==> config.mk <==
export PLATFORM = sky130hd
export DESIGN_NAME = imem_load_ctrl_flat
export DESIGN_NICKNAME = d
export VERILOG_FILES = /design/src/rtl/imem_pkg.sv /design/src/rtl/imem_load_ctrl_if.sv /design/src/rtl/imem_load_ctrl.sv /design/src/flat_wrapper.sv
export SDC_FILE = /design/constraint.sdc
export NUM_CORES = 1
export LEC_CHECK = 0
export ABC_AREA = 1
export CORE_AREA = 2 2 77 79
export CTS_CLUSTER_SIZE = 14
export DETAILED_ROUTE_END_ITERATION = 10
export DIE_AREA = 0 0 79 81
export HOLD_SLACK_MARGIN = 0.03
export PLACE_DENSITY = 0.77
export SLEW_MARGIN = 20
export SYNTH_ARGS = -nofsm -noshare
export SYNTH_HDL_FRONTEND = slang
export SYNTH_SLANG_ARGS = --single-unit
==> constraint.sdc <==
create_clock -name clk -period 1.9 [get_ports clk]
set_input_delay 0.38 -clock clk [delete_from_list [all_inputs] [get_ports clk]]
set_output_delay 0.38 -clock clk [all_outputs]
set_load 0.03 [all_outputs]
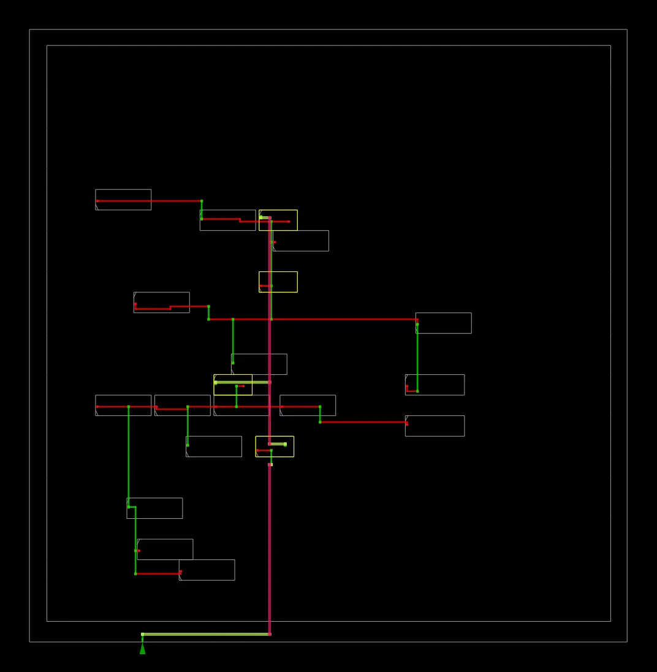
Fig. 1. Clock wiring as the flow saved it.
skew final: 0.00823 ns
clock insertion delay at the later pin of the skew report: 0.26 ns
total number of sequential cells: 16
number of CTS-inserted buffers: 3
clock network power consumption: 0.312 mW

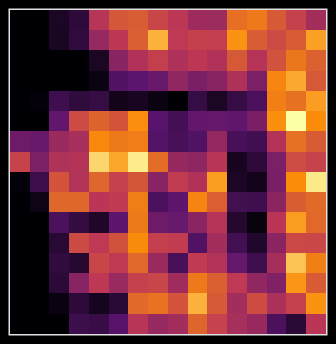
Fig. 2. Wire density map.
Drawn at 4 px/um. 16 x 16 tiles, from black (low) to pale yellow (high), scaled to the fullest tile. Values are wire area over tile area, all layers added.
- fullest tile: 0.38
- mean over tiles: 0.15
- nearly empty tiles: 13%
- tiles over half the peak: 38%
- densest ninth of the die: upper right
- emptiest ninth of the die: upper left
Total GRT Usage: 16.7%
total length of routed wires: 5700 um
average wire per cell in the routed design: 10.6 um
total via count in the routed design: 2208

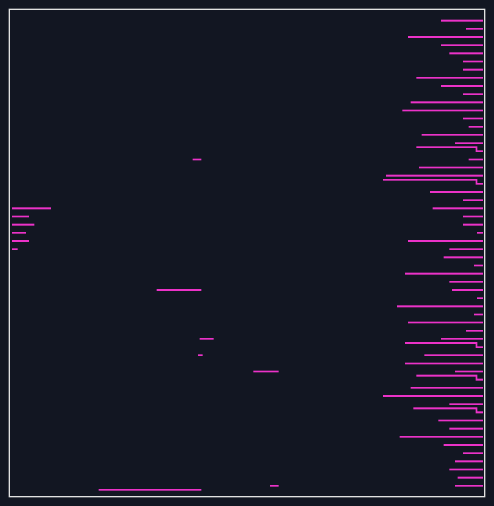
Fig. 3. M3 wires.
Drawn at 6 px/um.
- share of all routed wire: 8.3%
- main direction: horizontal
- longest straight run: 16.8 um
- wire length on this layer: 471 um
met3 usage in global routing: 3.56%

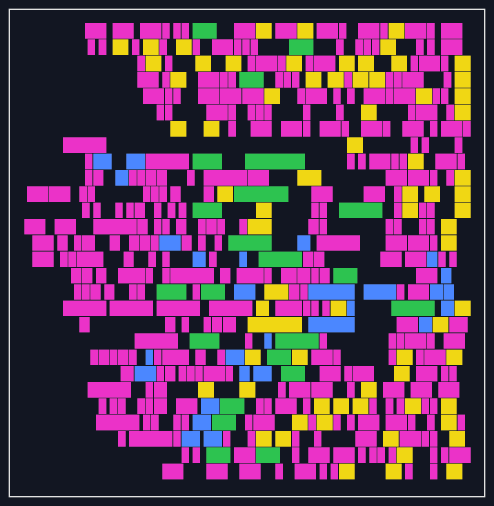
Fig. 4. Sizing map.
Drawn at 6 px/um.
- yellow: drive 3 to 4 (cells 72; share 16%; most used buf_4)
- magenta: drive 1 or less (cells 342; share 74%; most used nand2_1)
- green: drive 6 and up (cells 22; share 4.7%; most used buf_6)
- blue: drive 2 (cells 28; share 6.0%; most used a21oi_2)
number of non-clock buffers: 168
final worst slack: 0.0742 ns

==> flow_summary.rst <==
Flow metrics
------------

.. list-table::
   :header-rows: 1

   * - Metric
     - Value
   * - Run status
     - finished, final reports clean
   * - Total DRC errors in the routed layout
     - 0
   * - Area Overhead vs Synth
     - 104%
   * - R2R setup slack
     - 0.19 ns
   * - Ant diodes
     - 0
   * - Vias in the first global route
     - 2010
   * - Period utilization
     - 96.1%
   * - Number of filler instances in the final layout
     - 536
   * - Total I/O pin count
     - 159
   * - Worst ir drop on vdd
     - 0.000581 V
   * - Endpoint type of the worst setup path
     - primary output
   * - Vertical die size
     - 81 um
   * - Cell area reported after detailed placement
     - 3130 um^2
   * - Final Setup Violations
     - 0
   * - Violation tally from detailed-route iteration zero
     - 58
   * - Wire length of the first global-routing pass
     - 8760 um
   * - Final global-route overflow total
     - 0
   * - Clock period minus worst slack
     - 1.83 ns
   * - Chip area
     - 6400 um^2
   * - Buffer type at the clock tree root
     - clkbuf_8
   * - Chip Area, Yosys
     - 1640 um^2
   * - Synthesized area per cell
     - 5.38 um^2
   * - ANT nets after route
     - 0
   * - RSZ-0062 raised after global routing
     - false
   * - Path type of the worst min-delay path
     - flop to flop
   * - Register-to-Register Path Depth
     - 10
   * - Max cap viols
     - 0
   * - Max Transition Viols Final
     - 0
   * - Instance count of the mapped netlist
     - 305
   * - HPWL after DPL
     - 4530 um
   * - Cell total in the yosys stat output
     - 305
   * - Area of the multi-input gates
     - 970 um^2
   * - Cts-stage hold buffer count
     - 0
   * - Sinks on Clock Net
     - 16
   * - Leading area contributor after synthesis
     - nand2_1
   * - Critical path startpoint category
     - flop
   * - H-Tree Level Count
     - 1
   * - Number of flip-flops in the largest register
     - 7
   * - Instance count along the most critical hold path
     - 2
   * - Largest driver fanout on the critical path
     - 4
   * - Maximum number of pins on one net before global-route repair
     - 38
   * - Power Total
     - 3.36 mW
   * - Clock tree from TritonCTS
     - built
   * - Reg clk slew, reported paths
     - 0.07 ns
   * - Post-synthesis sequential element count
     - 16
   * - Post-route design area
     - 3340 um^2
   * - List of most frequent post-synthesis cells
     - nand2_1 (102), inv_1 (81), nor2_1 (20), a21oi_1 (17), dfxtp_1 (16)
   * - Share of flip-flops with an asynchronous set or reset after synthesis
     - 0%
   * - Number of distinct standard cells referenced by the synthesized netlist
     - 28
   * - Horizontal die dimension
     - 79 um
   * - Yosys Warn Count
     - 0
   * - OpenROAD warning count
     - 33
   * - Cell area power density
     - 1000 nW/um^2
   * - CP arrival
     - 1.45 ns
   * - Port bufs
     - 154
   * - Hold Violations, Final
     - 0
   * - # nets final
     - 554
   * - Placement Rows
     - 28
   * - Fraction of synthesized cell area taken by the top area cell type
     - 23.3%
   * - Utilization of the core after routing
     - 58.9%
   * - Static leakage power
     - 1.97 nW
   * - Critical Setup Path Class
     - flop to primary output
   * - Top_reg_cell synth
     - dfxtp_1
   * - Share of cells above drive strength 1
     - 26.3%
   * - Clock Path Buffers
     - 2
   * - Routability-driven placement congestion ratio
     - 0.847
   * - Number of detailed-routing iterations run before antenna repair
     - 4
   * - Sequential cell area fraction in the yosys report
     - 19.5%
   * - Core utilization at floorplan
     - 28.9%
   * - Hold slack final
     - 0.500 ns
   * - Count of library flops with an enable pin
     - 0
   * - Most used standard cell by instance count after synthesis
     - nand2_1
   * - Upper clock frequency limit
     - 548 MHz
   * - Setup TNS after final layout
     - 0 ns
   * - Area of the core
     - 5680 um^2
   * - Cell types with the largest area share after synthesis
     - nand2_1 (23%), dfxtp_1 (20%), inv_1 (19%)
   * - Via density
     - 4.10
   * - Reg area
     - 323 um^2
   * - Data required time of the critical path
     - 1.52 ns
   * - Initial antenna violation count
     - 0
   * - Summed instance area of the synthesized netlist
     - 1640 um^2
==> layout by cell type, fill, tap and decap left out, drive strengths merged, types with 2 or more instances in the layout <==
master	count
a21oi	18
nand3	15
clkbuf	8
clkdlybuf4s50	80
nand2	106
inv	83
o21ai	9
nand4	3
ha	7
nor3	2
nor2	23
buf	83
conb	2
or2	5
dfxtp	16
==> critical path, stage by stage, from the launching register on <==
cell	delay [ns]
dfxtp_2	0.34
buf_6	0.11
inv_4	0.04
ha_4	0.18
buf_2	0.15
buf_4	0.12
nand2_1	0.05
inv_1	0.04
buf_4	0.16
==> cell type report <==
cell class              count  area share, %
flip-flops and latches     16           9.65
multi-input cells         192           29.0
clock buffers               4           1.65
inverters                  84           9.61
well taps                  75           2.81
repair buffers            168           47.3
==> kinds of logic (layout without fill, tap and decap cells) <==
logic type	after synthesis	in the layout	share of synthesized area, %
AND-OR/OR-AND	29	29	9.31
adder cells (fa/ha/maj)	7	7	5.34
buffers and inverters	98	256	24.4
flip-flops	16	16	19.5
other	1	2	0.229
AND/OR/NAND/NOR	154	154	41.2
==> metal layers <==
| metal | track usage [%] | wire [um] | up-vias |
|---|---|---|---|
| li1 | - | - | 1191 |
| met1 | 18.1 | 2290 | 939 |
| met2 | 32.5 | 2870 | 71 |
| met3 | 3.56 | 471 | 7 |
| met4 | 4.83 | 71 | 0 |
| met5 | 0 | 0 | - |
==> repair_timing <==
item / 4_1_cts / 5_1_grt
endpoints found under the setup margin: 11 / 32
cloned: 1 / 2
gates resized: 12 / 23
pin swaps: 0 / 1
buffers inserted: 0 / 3
==> power by group <==
part / switching (mW) / internal [mW]
Combinational: 1.48 / 1.09
Clock: 0.128 / 0.184
Sequential: 0.0633 / 0.413
==> through the flow <==
step | cells | worst slack, ns
5_1_grt | 539 | 0.00479
2_1_floorplan | 306 | 0.0289
3_3_place_gp | 529 | -0.125
3_5_place_dp | 529 | -0.146
6_report | 539 | 0.0742
4_1_cts | 534 | -0.0383
Power figures rest on the tool's default switching activity, not on a simulated workload.
